$ cat config.mk
export PLATFORM = sky130hd
export DESIGN_NAME = axi_write_burst
export DESIGN_NICKNAME = d
export VERILOG_FILES = /design/src/rtl/axi_write_burst.sv
export SDC_FILE = /design/constraint.sdc
export NUM_CORES = 1
export LEC_CHECK = 0
export ABC_AREA = 1
export CORE_MARGIN = 3
export CORE_UTILIZATION = 32
export CTS_CLUSTER_DIAMETER = 150
export DETAILED_ROUTE_END_ITERATION = 7
export HOLD_SLACK_MARGIN = 0.12
export MAX_ROUTING_LAYER = met4
export PLACE_DENSITY = 0.92
export REMOVE_ABC_BUFFERS = 1
export SLEW_MARGIN = 20
export SYNTH_ARGS = -nofsm -noshare
export SYNTH_HDL_FRONTEND = slang
export SYNTH_SLANG_ARGS = --single-unit
$ cat constraint.sdc
create_clock -name S_WR_aclk -period 1.6 [get_ports S_WR_aclk]
set_input_delay 0.32 -clock S_WR_aclk [delete_from_list [all_inputs] [get_ports S_WR_aclk]]
set_output_delay 0.32 -clock S_WR_aclk [all_outputs]
set_load 0.02 [all_outputs]
$ cat src/rtl/axi_write_burst.sv
// Packs an AXI-Stream of beats into fixed-length INCR write bursts on an AXI4 master port,
// walking 4 KB slots 0x0000..0xF000 and pulsing o_wr_done once each burst's response returns.
module axi_write_burst #(
   parameter int AW_FLIP_BYTE  = 0,
   parameter int AW_ADDR_WIDTH = 32,
   parameter int AW_DATA_WIDTH = 64,
   parameter int AW_LIN        = 16
) (
   input  logic                       S_WR_aclk,
   input  logic                       S_WR_aresetn,
   input  logic [AW_DATA_WIDTH-1:0]   S_WR_tdata,
   input  logic                       S_WR_tvalid,
   input  logic                       S_WR_tlast,
   output logic                       S_WR_tready,
   output logic                       o_wr_done,
   output logic                       o_wr_err,
   output logic                       o_frame_err,
   output logic                       m_axi_awid,
   output logic [AW_ADDR_WIDTH-1:0]   m_axi_awaddr,
   output logic [7:0]                 m_axi_awlen,
   output logic [2:0]                 m_axi_awsize,
   output logic [1:0]                 m_axi_awburst,
   output logic                       m_axi_awlock,
   output logic [3:0]                 m_axi_awcache,
   output logic [2:0]                 m_axi_awprot,
   output logic [3:0]                 m_axi_awqos,
   output logic                       m_axi_awvalid,
   input  logic                       m_axi_awready,
   output logic [AW_DATA_WIDTH-1:0]   m_axi_wdata,
   output logic [AW_DATA_WIDTH/8-1:0] m_axi_wstrb,
   output logic                       m_axi_wlast,
   output logic                       m_axi_wvalid,
   input  logic                       m_axi_wready,
   input  logic                       m_axi_bid,
   input  logic [1:0]                 m_axi_bresp,
   input  logic                       m_axi_bvalid,
   output logic                       m_axi_bready
);

   localparam int STRB_W = AW_DATA_WIDTH / 8;

   // Number of bits needed to hold value; clogb2(bytes-1) gives the AXI size code.
   function automatic int clogb2(input int value);
      int bits;
      bits = 0;
      for (int v = value; v > 0; v = v >> 1) begin
         bits++;
      end
      return bits;
   endfunction

   localparam logic [8:0]               LAST_BEAT = 9'(AW_LIN - 1);
   localparam logic [AW_ADDR_WIDTH-1:0] SLOT_STEP = AW_ADDR_WIDTH'(32'h0000_1000);
   localparam logic [AW_ADDR_WIDTH-1:0] SLOT_LAST = AW_ADDR_WIDTH'(32'h0000_F000);

   typedef enum logic [2:0] {
      IDLE    = 3'd0,
      WR_ADDR = 3'd1,
      WR_DATA = 3'd2,
      WR_RESP = 3'd3,
      WR_DONE = 3'd4
   } state_t;

   state_t                   state_reg, state_next;
   logic [8:0]               beat_cnt_reg, beat_cnt_next;
   logic [AW_ADDR_WIDTH-1:0] wr_addr_buff_reg, wr_addr_buff_next;
   logic                     wr_err_reg, wr_err_next;

   logic [AW_DATA_WIDTH-1:0] tdata_flipped;
   logic [AW_DATA_WIDTH-1:0] beat_data;
   logic                     is_last_beat;
   logic                     w_xfer;

   // Response ID carries no information for a single-ID master.
   logic unused_bid;
   assign unused_bid = m_axi_bid;

   genvar gi;
   generate
      for (gi = 0; gi < STRB_W; gi++) begin : g_flip
         assign tdata_flipped[gi*8 +: 8] = S_WR_tdata[(STRB_W-1-gi)*8 +: 8];
      end
   endgenerate

   assign beat_data    = (AW_FLIP_BYTE != 0) ? tdata_flipped : S_WR_tdata;
   assign is_last_beat = (beat_cnt_reg == LAST_BEAT);
   assign w_xfer       = S_WR_tvalid && m_axi_wready;

   assign m_axi_awid    = 1'b0;
   assign m_axi_awlock  = 1'b0;
   assign m_axi_awcache = 4'd3;
   assign m_axi_awprot  = 3'd0;
   assign m_axi_awqos   = 4'd0;
   assign m_axi_awlen   = 8'(AW_LIN - 1);
   assign m_axi_awsize  = 3'(clogb2(STRB_W - 1));
   assign m_axi_awburst = 2'd1;
   assign m_axi_wstrb   = '1;
   assign m_axi_awaddr  = wr_addr_buff_reg;
   assign o_wr_err      = wr_err_reg;

   always_ff @(posedge S_WR_aclk or negedge S_WR_aresetn) begin
      if (!S_WR_aresetn) begin
         state_reg        <= IDLE;
         beat_cnt_reg     <= '0;
         wr_addr_buff_reg <= '0;
         wr_err_reg       <= 1'b0;
      end else begin
         state_reg        <= state_next;
         beat_cnt_reg     <= beat_cnt_next;
         wr_addr_buff_reg <= wr_addr_buff_next;
         wr_err_reg       <= wr_err_next;
      end
   end

   always_comb begin
      state_next        = state_reg;
      beat_cnt_next     = beat_cnt_reg;
      wr_addr_buff_next = wr_addr_buff_reg;
      wr_err_next       = wr_err_reg;
      S_WR_tready       = 1'b0;
      m_axi_awvalid     = 1'b0;
      m_axi_wvalid      = 1'b0;
      m_axi_wlast       = 1'b0;
      m_axi_wdata       = '0;
      m_axi_bready      = 1'b0;
      o_wr_done         = 1'b0;
      o_frame_err       = 1'b0;

      case (state_reg)
         IDLE: begin
            // The first beat stays on the stream until the address is accepted.
            if (S_WR_tvalid) begin
               state_next = WR_ADDR;
            end
         end

         WR_ADDR: begin
            m_axi_awvalid = 1'b1;
            if (m_axi_awready) begin
               state_next = WR_DATA;
            end
         end

         WR_DATA: begin
            m_axi_wvalid = S_WR_tvalid;
            S_WR_tready  = m_axi_wready;
            m_axi_wdata  = beat_data;
            m_axi_wlast  = is_last_beat;
            if (w_xfer) begin
               // Burst length is fixed; tlast is only checked, never obeyed.
               o_frame_err = (S_WR_tlast != is_last_beat);
               if (is_last_beat) begin
                  beat_cnt_next = '0;
                  state_next    = WR_RESP;
               end else begin
                  beat_cnt_next = beat_cnt_reg + 9'd1;
               end
            end
         end

         WR_RESP: begin
            m_axi_bready = 1'b1;
            if (m_axi_bvalid) begin
               if (m_axi_bresp != 2'b00) begin
                  wr_err_next = 1'b1;
               end
               state_next = WR_DONE;
            end
         end

         WR_DONE: begin
            o_wr_done = 1'b1;
            if (wr_addr_buff_reg >= SLOT_LAST) begin
               wr_addr_buff_next = '0;
            end else begin
               wr_addr_buff_next = wr_addr_buff_reg + SLOT_STEP;
            end
            state_next = IDLE;
         end

         default: begin
            state_next = IDLE;
         end
      endcase
   end

endmodule

Figure 1. Signal metal coverage by tile (run 1).
19 x 19 tiles, from dark purple (low) to yellow (high), scaled to the fullest tile. Values are wire area over tile area, all layers added.
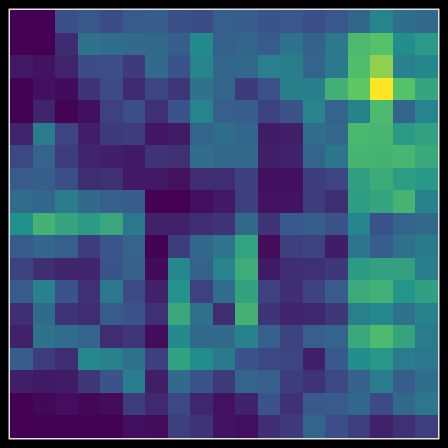
mean over tiles	0.18
tiles over half the peak	14%
nearly empty tiles	4.7%
fullest tile	0.61
densest ninth of the die	top right

Figure 2. Clock wiring as the flow saved it (run 1).
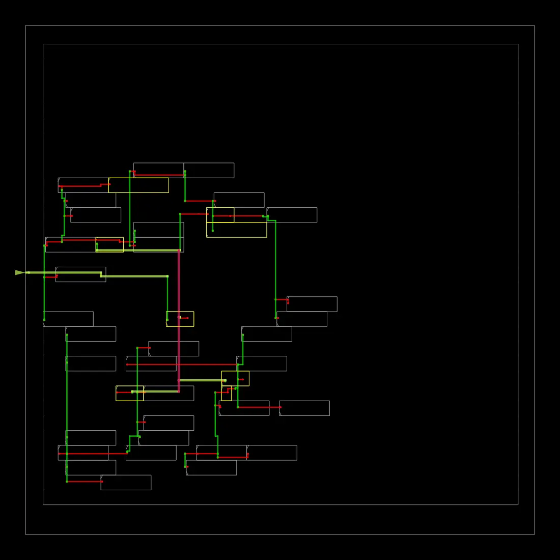
count of clock-net buffers in the final layout: 5
number of flip-flops and latches: 33
clock buffer count from CTS: 5
Clk. pwr: 916 uW
Clk Latency, worst-skew pair: 0.28 ns

Figure 3. Register map, names as in the netlist (run 1).
The bar under the picture is 20 um long. Other sequential cells in the stronger gray, the rest of the logic in the fainter gray.
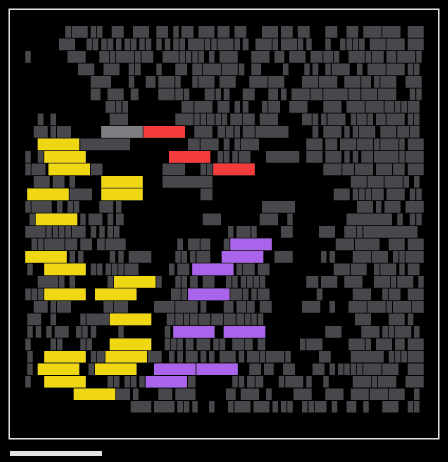
name in the netlist	color	sequential cells
m_axi_awaddr	yellow	20
state_reg	red	3
beat_cnt_reg	purple	9
not colored	1

==> impl_metrics.csv, run 1 <==
group,metric,value,unit
status,outcome,"complete, but fails checks",
status,violations,"setup timing",
routing,final_wl,9.247,mm
worst_setup_path,setup.reg_to_reg.worst_slack,0.12,ns
sta,slew_viol_final,0,
pwr,power_frac_clock,16.1,%
die,core_area,7331,um2
yosys,top_cells_by_count,"sky130_fd_sc_hd__nor2_1 (110), sky130_fd_sc_hd__inv_1 (98), sky130_fd_sc_hd__nand2_1 (49)",
global_route,grt_remaining_overflow,0,
flow_run,warnings,28,
layout,layout-area-overhead-vs-synth,91.46,%
pwr,power.static_leakage,2.721,nW
layout,largest_reg_flops,20,
global_route,overall_global_routing_usage,20.36,%
worst_setup_path,timing.critical_path.slowest_cell_delay,0.40,ns
worst_setup_path,timing.critical_path.fanout_max,16,
layout,layout-drive-gt1-share,28.37,%
yosys,yosysSeqAreaShare,33.97,%
clocking,tritoncts_clock_tree,"built",
yosys,synth-edff-count,0,
worst_setup_path,crit_buf_inv,2,
sta,setup_violations,68,
worst_setup_path,critical_path_depth,5,
worst_setup_path,cp_cell_sequence,"nor2_4 -> nand2_4 -> bufbuf_16 -> nor2_1 -> buf_4",
worst_setup_path,timing.critical_path.from,"state_reg[2]",
pwr,intPower,3.289,mW
clocking,clock_sink_count,33,
yosys,ys.warnings.count,0,
clocking,postCtsSetupBuffers,8,
die,die_height,93.16,um
yosys,synthesis.area,2431,um2
routing,vias_per_cell,4.058,
worst_setup_path,regToRegEndpoint,"beat_cnt_reg[4]",
placement,place_hpwl,7.139,mm
yosys,post_synth.cell_area_avg,6.347,um2
yosys,yosys.area.top_type_share,33.97,%
worst_setup_path,required_time_at_the_worst_slack_endpoint,1.28,ns
yosys,netlist_top_cells_area,"sky130_fd_sc_hd__dfrtp_1 (34%), sky130_fd_sc_hd__nor2_1 (17%), sky130_fd_sc_hd__inv_1 (15%), sky130_fd_sc_hd__buf_4 (15%), sky130_fd_sc_hd__nand2_1 (7.6%)",
die,std_cell_rows,31,
yosys,synthCells,383,
worst_setup_path,critPathArrivalTime,1.53,ns
worst_setup_path,worst_path_dominant_cell_family,"buffers and inverters",
clocking,cts_max_path_buffers,2,
die,total_die_size,8679,um2
routing,initialDrtViolationCount,36,
yosys,proportion_of_synthesized_flip_flops_having_asynchronous_set_or_reset,100.0,%
routing,final_antenna_net_count,0,
pwr,seq_power_share,18.6,%
sta,max_freq,541.9,MHz
yosys,yosys_register_bits,33,
die,dieWidth,93.16,um
worst_setup_path,r2r_start,"state_reg[2]",
routing,drt_drc_violations_left,0,
clocking,cts.root.buffer_cell,"sky130_fd_sc_hd__clkbuf_8",
flow_run,drv.max_cap_violation_count,0,
global_route,first_global_vias,2643,
worst_setup_path,worstSetupPathType,"register to primary output",
placement,buffer_ports.inserted,164,
sta,fin_ws,-0.2452,ns
pwr,combinationalPowerShare,65.3,%
## run 1: cell usage in the layout (no fill, tap or decap), types with 2 or more instances in the layout
| master | Yosys | routed |
|---|---|---|
| sky130_fd_sc_hd__inv_1 | 98 | 98 |
| sky130_fd_sc_hd__clkdlybuf4s50_1 | 0 | 72 |
| sky130_fd_sc_hd__nor2_1 | 110 | 69 |
| sky130_fd_sc_hd__buf_4 | 47 | 59 |
| sky130_fd_sc_hd__nand2_1 | 49 | 46 |
| sky130_fd_sc_hd__conb_1 | 2 | 46 |
| sky130_fd_sc_hd__buf_6 | 1 | 37 |
| sky130_fd_sc_hd__dfrtp_1 | 33 | 33 |
| sky130_fd_sc_hd__nor2_4 | 2 | 22 |
| sky130_fd_sc_hd__nor2_2 | 0 | 21 |
| sky130_fd_sc_hd__dlygate4sd2_1 | 0 | 13 |
| sky130_fd_sc_hd__nand3_1 | 10 | 10 |
| sky130_fd_sc_hd__dlymetal6s2s_1 | 0 | 8 |
| sky130_fd_sc_hd__clkbuf_8 | 0 | 5 |
| sky130_fd_sc_hd__o21ai_0 | 4 | 4 |
| sky130_fd_sc_hd__xor2_1 | 4 | 4 |
| sky130_fd_sc_hd__buf_12 | 0 | 4 |
| sky130_fd_sc_hd__nand2_2 | 2 | 3 |
| sky130_fd_sc_hd__buf_8 | 0 | 3 |
| sky130_fd_sc_hd__nand2_4 | 0 | 2 |
| sky130_fd_sc_hd__inv_2 | 2 | 2 |
| sky130_fd_sc_hd__o21ai_1 | 2 | 2 |
| sky130_fd_sc_hd__nor3_1 | 2 | 2 |
| sky130_fd_sc_hd__ha_1 | 2 | 2 |
| sky130_fd_sc_hd__bufinv_16 | 0 | 2 |
## run 1: per-stage QoR
step	worst slack (ns)	cells	setup TNS [ns]	instance area, um2	hold WS, ns
finish	-0.2452	677	-9.696	4654	0.4352
global route	-0.3238	677	-14.93	4654	0.4765
CTS	-0.2494	678	-11.29	4442	0.4384
detailed placement	-0.5687	660	-19.66	4168	0.4648
global placement	-0.5332	660	-18.02	4168	0.4590
floorplan	-0.6119	372	-20.91	2197	0.02441
## run 1: final cells by class
class / count / area (um2)
clock buffers: 5 / 68.82
fillers: 653 / 2676
repair buffers: 198 / 1979
clock inverters: 3 / 65.06
multi-input cells: 239 / 1216
well taps: 99 / 123.9
inverters: 100 / 375.4
flip-flops and latches: 33 / 825.8
## run 1: layer usage
layer	vias up	GRT usage, %	share of wire, %
li1	1363	-	-
met1	1251	20.37	33
met2	119	38.15	56
met3	14	5.873	8.1
met4	0	6.105	2.8
met5	-	-	0
## run 1: power groups by stage
stage	Sequential (mW)	Combinational, mW	Clock, mW
after global placement	1.06	2.95	0
final	1.06	3.71	0.916
after CTS	1.06	3.44	0.948
after detailed placement	1.07	3.01	0
after floorplan	1.12	1.35	0
after global routing	1.07	3.96	0.990
## run 1: cells by family after synthesis
logic type               share of synthesized area (%)
AND/OR/NAND/NOR                                  29.29
buffers and inverters                            31.86
flip-flops                                       33.97
AND-OR/OR-AND                                    1.750
XOR/XNOR                                         1.801
adder cells (fa/ha/maj)                          1.029
other                                           0.3089
## Run 2: what changed since run 1
Settings changed: CORE_MARGIN 3 to 5.
Figure 4. Clock wiring as the flow saved it (run 2).
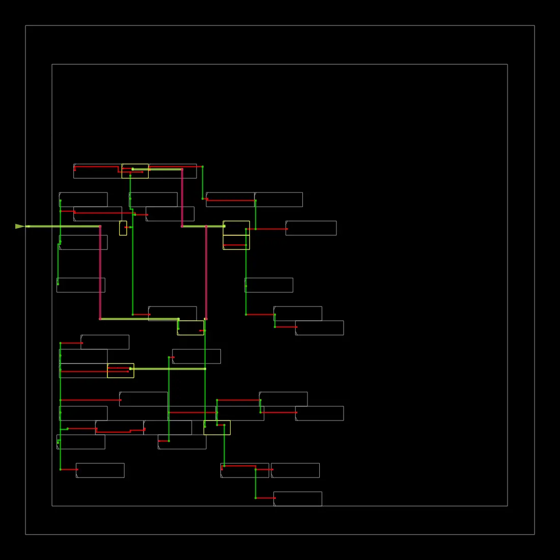
Clk Latency, worst-skew pair: 0.27 ns
Clk. pwr: 614 uW
setup skew after layout: 0.001334 ns

==> run 2 against run 1 <==
Against the previous run: the run still ends with setup timing left; critical path depth unchanged; count of clock-buffer cells in the layout is 2 higher; register-to-register slack hardly changed; non-clock buffer count up 1; via count up 3.7%; die area increased by 8.8%; largest power group unchanged; hold slack gained 0.0089 ns; power down 5.9%; worst setup slack got worse by 0.074 ns; sequential share of layout area grew 0.18 points; utilization decreased by 0.53 points; critical endpoint is now m_axi_wdata[33]; global-route usage decreased by 0.32 points.
==> impl_metrics.csv, run 2 <==
group,metric,value,unit
status,outcome,"complete, but fails checks",
status,violations,"setup timing",
die,die_height,97.16,um
sta,holdWs,0.4441,ns
yosys,proportion_of_synthesized_flip_flops_having_asynchronous_set_or_reset,100.0,%
clocking,cts_buffers,5,
die,core_area,7331,um2
yosys,ys_sh_aoi,1.750,%
yosys,top_cells_by_count,"sky130_fd_sc_hd__nor2_1 (110), sky130_fd_sc_hd__inv_1 (98), sky130_fd_sc_hd__nand2_1 (49)",
pwr,power.static_leakage,2.624,nW
layout,layout.cells.most_common_list,"sky130_fd_sc_hd__inv_1 (98), sky130_fd_sc_hd__clkdlybuf4s50_1 (72), sky130_fd_sc_hd__nor2_1 (60)",
sta,fin_ws,-0.3192,ns
worst_setup_path,worstSetupPathType,"register to primary output",
worst_setup_path,timing.critical_path.fanout_max,10,
die,total_die_size,9440,um2
routing,initialDrtViolationCount,102,
layout,mostFrequentLayoutCell,"sky130_fd_sc_hd__inv_1",
yosys,yosysSeqAreaShare,33.97,%
sta,slew_viol_final,0,
placement,place_hpwl,7.418,mm
yosys,synth_top_cell_by_count,"sky130_fd_sc_hd__nor2_1",
flow_run,drv.max_cap_violation_count,0,
placement,buffer_ports.inserted,164,
routing,vias_per_cell,4.196,
yosys,synthesis.area,2431,um2
yosys,ys_top_logic_family,"buffers and inverters",
layout,layout-area-overhead-vs-synth,89.86,%
worst_setup_path,critPathArrivalTime,1.60,ns
yosys,netlist_top_cells_area,"sky130_fd_sc_hd__dfrtp_1 (34%), sky130_fd_sc_hd__nor2_1 (17%), sky130_fd_sc_hd__inv_1 (15%), sky130_fd_sc_hd__buf_4 (15%), sky130_fd_sc_hd__nand2_1 (7.6%)",
global_route,grt_remaining_overflow,0,
clocking,cts_max_path_buffers,2,
clocking,tritoncts_clock_tree,"built",
placement,pre_cts_slack,-0.5632,ns
die,dieWidth,97.16,um
yosys,synthCells,383,
global_route,overall_global_routing_usage,20.04,%
layout,layout-drive-gt1-share,30.22,%
flow_run,warnings,28,
clocking,cts.root.buffer_cell,"sky130_fd_sc_hd__clkbuf_8",
sta,setup_violations,68,
global_route,first_global_vias,2800,
layout,largest_reg_flops,20,
yosys,ys.warnings.count,0,
layout,n_fill_cell,619,
clocking,clock_sink_count,33,
die,std_cell_rows,31,
yosys,xor_area_share,1.801,%
yosys,mux_cell_area_share_after_synthesis,0,%
yosys,post_synth.cell_area_avg,6.347,um2
routing,final_antenna_net_count,0,
yosys,yosys.area.top_type_share,33.97,%
sta,max_freq,521.0,MHz
Figure 5. Routed metal, one color a layer (run 2).
Only two layers are drawn.
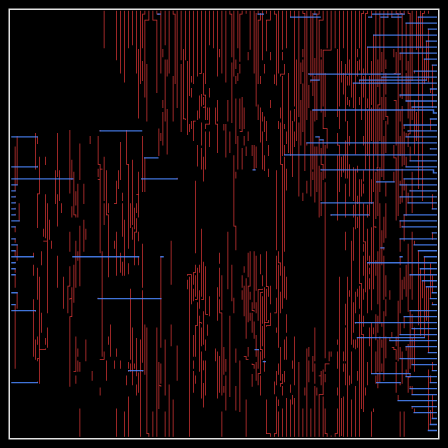
layer	color	wire length
M2	red	5420 um
M3	blue	727 um

[run 2: cell type report]
type,count,area (um2),area share [%]
Antenna cell,1,2.502,0.05422
Clock buffer,7,86.33,1.870
Sequential cell,33,827.0,17.92
Inverter,100,375.4,8.132
Timing Repair Buffer,199,1952,42.29
Multi-Input combinational cell,240,1249,27.05
Tap cell,99,123.9,2.684
[run 2: cells by family (layout without fill, tap and decap cells)]
group | after synthesis | in the layout
and+or+nand+nor | 178 | 179
buffers and inverters | 155 | 306
DFF | 33 | 33
AOI/OAI and AO/OA | 8 | 8
xor gates and xnor gates | 5 | 5
adders and majority gates | 2 | 2
other | 2 | 47
[run 2: layer usage]
metal / vias to the layer above / GRT usage [%] / part of all wire, %
met1: 1322 / 20.95 / 34
met4: 0 / 9.179 / 4.9
met3: 26 / 4.092 / 7.2
met5: - / - / 0
met2: 129 / 36.09 / 53
li1: 1372 / - / -
[run 2: repair_timing]
item,in CTS,in global routing
cloned,2,2
pin swaps,2,3
gates resized,455,50
hold buffers,0,0
setup endpoints to repair,88,76
buffers inserted,3,2
[run 2: metrics by stage]
step / area, um2 / setup TNS, ns
CTS: 4400 / -12.58
finish: 4616 / -11.37
global placement: 4185 / -24.70
global route: 4616 / -16.92
floorplan: 2197 / -20.91
detailed placement: 4185 / -25.80
[run 2: final timing paths]
path	slack, ns	end	from
min	0.44	beat_cnt_reg[0]	S_WR_aresetn
max reg2reg	0.11	beat_cnt_reg[4]	state_reg[2]
min in group S_WR_aclk	0.48	o_wr_err	o_wr_err
min reg2reg	0.48	o_wr_err	o_wr_err
max in group asynchronous	0.84	state_reg[1]	S_WR_aresetn
max	-0.32	m_axi_wdata[33]	state_reg[2]
[run 2: where the power goes]
part | leakage [nW] | internal (mW) | switching (mW) | total, mW
Sequential | 0.431 | 0.959 | 0.0967 | 1.06
Combinational | 2.15 | 1.63 | 2.05 | 3.68
Clock | 0.0443 | 0.341 | 0.273 | 0.614
Total | 2.62 | 2.93 | 2.42 | 5.35
[run 2: critical path, stage by stage, from the launching register on]
cell and delay, ns:
sky130_fd_sc_hd__dfrtp_1 0.41, sky130_fd_sc_hd__nor2_4 0.21, sky130_fd_sc_hd__nand2_4 0.16, sky130_fd_sc_hd__buf_16 0.18
sky130_fd_sc_hd__nor2_1 0.17, sky130_fd_sc_hd__buf_4 0.19
## Run 3: what changed since run 2
Settings changed: CAP_MARGIN set to 15.
Figure 6. Register map, names as in the netlist (run 3).
The bar under the picture is 20 um long. Other sequential cells in the stronger gray, the rest of the logic in the fainter gray.
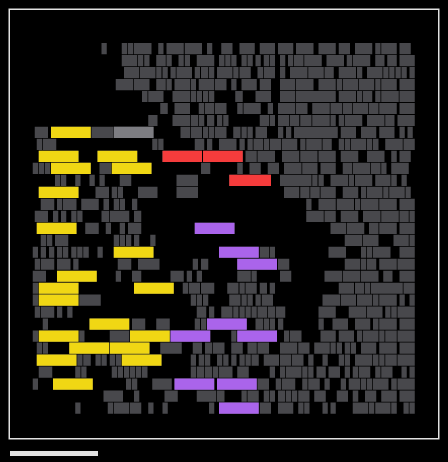
name in the netlist	color	sequential cells
beat_cnt_reg	purple	9
state_reg	red	3
m_axi_awaddr	yellow	20
not colored	1

==> run 3 against run 2 <==
Against the previous run: the run still ends with setup timing left; sequential share of layout area unchanged; routed wire length stayed put; hold slack is the same; critical endpoint unchanged.
==> impl_metrics.csv, run 3 <==
group,metric,value,unit
yosys,synth_top_cell_by_count,"sky130_fd_sc_hd__nor2_1",
layout,instances_no_fill,679,
yosys,netlist_top_cells_area,"sky130_fd_sc_hd__dfrtp_1 (34%), sky130_fd_sc_hd__nor2_1 (17%), sky130_fd_sc_hd__inv_1 (15%), sky130_fd_sc_hd__buf_4 (15%), sky130_fd_sc_hd__nand2_1 (7.6%)",
flow_run,drv.max_cap_violation_count,0,
yosys,yosys_register_bits,33,
worst_setup_path,crit_buf_inv,2,
yosys,ys_top_logic_family,"buffers and inverters",
worst_setup_path,timing.critical_path.slowest_cell_delay,0.41,ns
placement,buffer_ports.inserted,164,
die,die_height,97.16,um
clocking,cts_buffers,5,
clocking,cts.root.buffer_cell,"sky130_fd_sc_hd__clkbuf_8",
worst_setup_path,cp_slowest_cell,"sky130_fd_sc_hd__dfrtp_1",
placement,place_hpwl,7.418,mm
sta,setup_violations,68,
global_route,overall_global_routing_usage,20.04,%
routing,initialDrtViolationCount,102,
worst_setup_path,cp_cell_sequence,"nor2_4 -> nand2_4 -> buf_16 -> nor2_1 -> buf_4",
layout,layout.cells.most_common_list,"sky130_fd_sc_hd__inv_1 (98), sky130_fd_sc_hd__clkdlybuf4s50_1 (72), sky130_fd_sc_hd__nor2_1 (60)",
global_route,use_met3,4.092,%
status,violations,"setup timing",
worst_setup_path,required_time_at_the_worst_slack_endpoint,1.28,ns
global_route,first_global_vias,2800,
die,core_area,7331,um2
worst_setup_path,critPathArrivalTime,1.60,ns
yosys,proportion_of_synthesized_flip_flops_having_asynchronous_set_or_reset,100.0,%
clocking,clock_sink_count,33,
worst_setup_path,worst_path_dominant_cell_family,"simple AND/OR/NAND/NOR gates",
global_route,groute.layer.met2.usage,36.09,%
status,outcome,"complete, but fails checks",
placement,pre_cts_slack,-0.5632,ns
layout,mostFrequentLayoutCell,"sky130_fd_sc_hd__inv_1",
placement,place.detailed.instances,663,
yosys,ys_sh_aoi,1.750,%
layout,layout-drive-gt1-share,30.22,%
yosys,xor_area_share,1.801,%
yosys,synth-edff-count,0,
die,dieWidth,97.16,um
die,total_die_size,9440,um2
yosys,synthCells,383,
layout,layout-area-overhead-vs-synth,89.86,%
worst_setup_path,timing.critical_path.fanout_max,10,
die,std_cell_rows,31,
yosys,mux_cell_area_share_after_synthesis,0,%
sta,fin_ws,-0.3192,ns
sta,max_freq,521.0,MHz
Figure 7. Signal metal coverage by tile (run 3).
19 x 19 tiles, from dark purple (low) to yellow (high), scaled to the fullest tile. Values are wire area over tile area, all layers added.
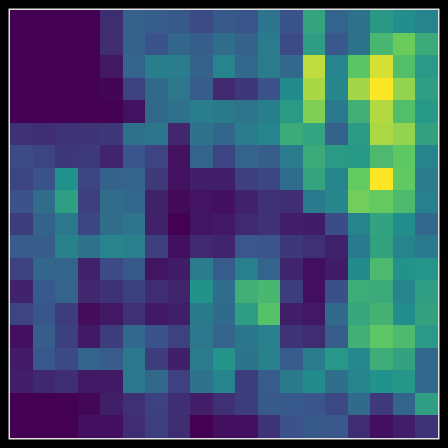
emptiest ninth of the die	top left
densest ninth of the die	top right
tiles over half the peak	19%
mean over tiles	0.18

==> run 3: final timing paths <==
kind / from / endpoint / slack, ns
worst max-delay path: state_reg[2] / m_axi_wdata[33] / -0.32
worst min-delay path: S_WR_aresetn / beat_cnt_reg[0] / 0.44
worst max register to register: state_reg[2] / beat_cnt_reg[4] / 0.11
worst min register to register: o_wr_err / o_wr_err / 0.48
max in group asynchronous: S_WR_aresetn / state_reg[1] / 0.84
min in group S_WR_aclk: o_wr_err / o_wr_err / 0.48
==> run 3: final cells by class <==
type,instances,area [um2],share of cell area (%)
Timing Repair Buffer,199,1952,42.29
Multi-Input combinational cell,240,1249,27.05
Tap cell,99,123.9,2.684
Inverter,100,375.4,8.132
Clock buffer,7,86.33,1.870
Antenna cell,1,2.502,0.05422
Sequential cell,33,827.0,17.92
==> run 3: logic make-up after synthesis <==
logic type / after synthesis
buffers and inverters: 155
adders and majority gates: 2
AOI/OAI and AO/OA: 8
xor gates and xnor gates: 5
and+or+nand+nor: 178
other: 2
DFF: 33
==> run 3: stage by stage <==
| step | hold WS (ns) | instance area (um2) | setup TNS (ns) |
|---|---|---|---|
| after floorplan | 0.02441 | 2197 | -20.91 |
| after CTS | 0.4486 | 4400 | -12.58 |
| after global placement | 0.4543 | 4185 | -24.70 |
| after detailed placement | 0.4630 | 4185 | -25.80 |
| after global routing | 0.4868 | 4616 | -16.92 |
| final | 0.4441 | 4616 | -11.37 |
==> run 3: power by group <==
group / total (mW) / internal [mW] / switching [mW] / leakage (nW)
registers: 1.06 / 0.959 / 0.0967 / 0.431
logic: 3.68 / 1.63 / 2.05 / 2.15
clock network: 0.614 / 0.341 / 0.273 / 0.0443
==> run 3: timing repair <==
action	4_1_cts	5_1_grt
pin swaps	2	3
setup endpoints to repair	88	76
hold buffers	0	0
resized	455	50
cloned	2	2
buffers inserted	3	2
==> run 3: per-layer routing <==
layer  part of all wire (%)  vias to the layer above
met5                      0                        -
li1                       -                     1372
met3                    7.2                       26
met2                     53                      129
met1                     34                     1322
met4                    4.9                        0
==> run 3: worst reg2reg max path: cells and delay by family (launching register included) <==
family | cells | cell delay (ns)
AOI/OAI and AO/OA | 1 | 0.15
DFF | 1 | 0.41
and+or+nand+nor | 5 | 0.60
buffers and inverters | 2 | 0.23

==> notes/layouts.md <==
Pictures saved along the way, in no particular order.

Cell area per tile.
Plate I
The bar under the picture is 20 um long. 9 x 9 tiles, from dark purple (low) to yellow (high), 0 to 100% covered.
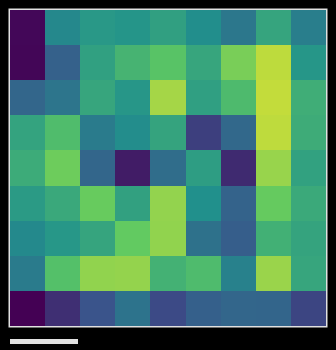
Plate II
The bar under the picture is 20 um long. 10 x 10 tiles, from dark purple (low) to yellow (high), 0 to 100% covered.
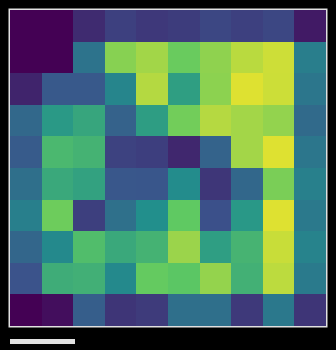
- run 2 = Plate II
- run 1 = Plate I

Key to Plate I:
nearly empty tiles	3.7%
mean over tiles	52%
emptiest ninth of the die	top left

Power and IR drop assume default switching activity.
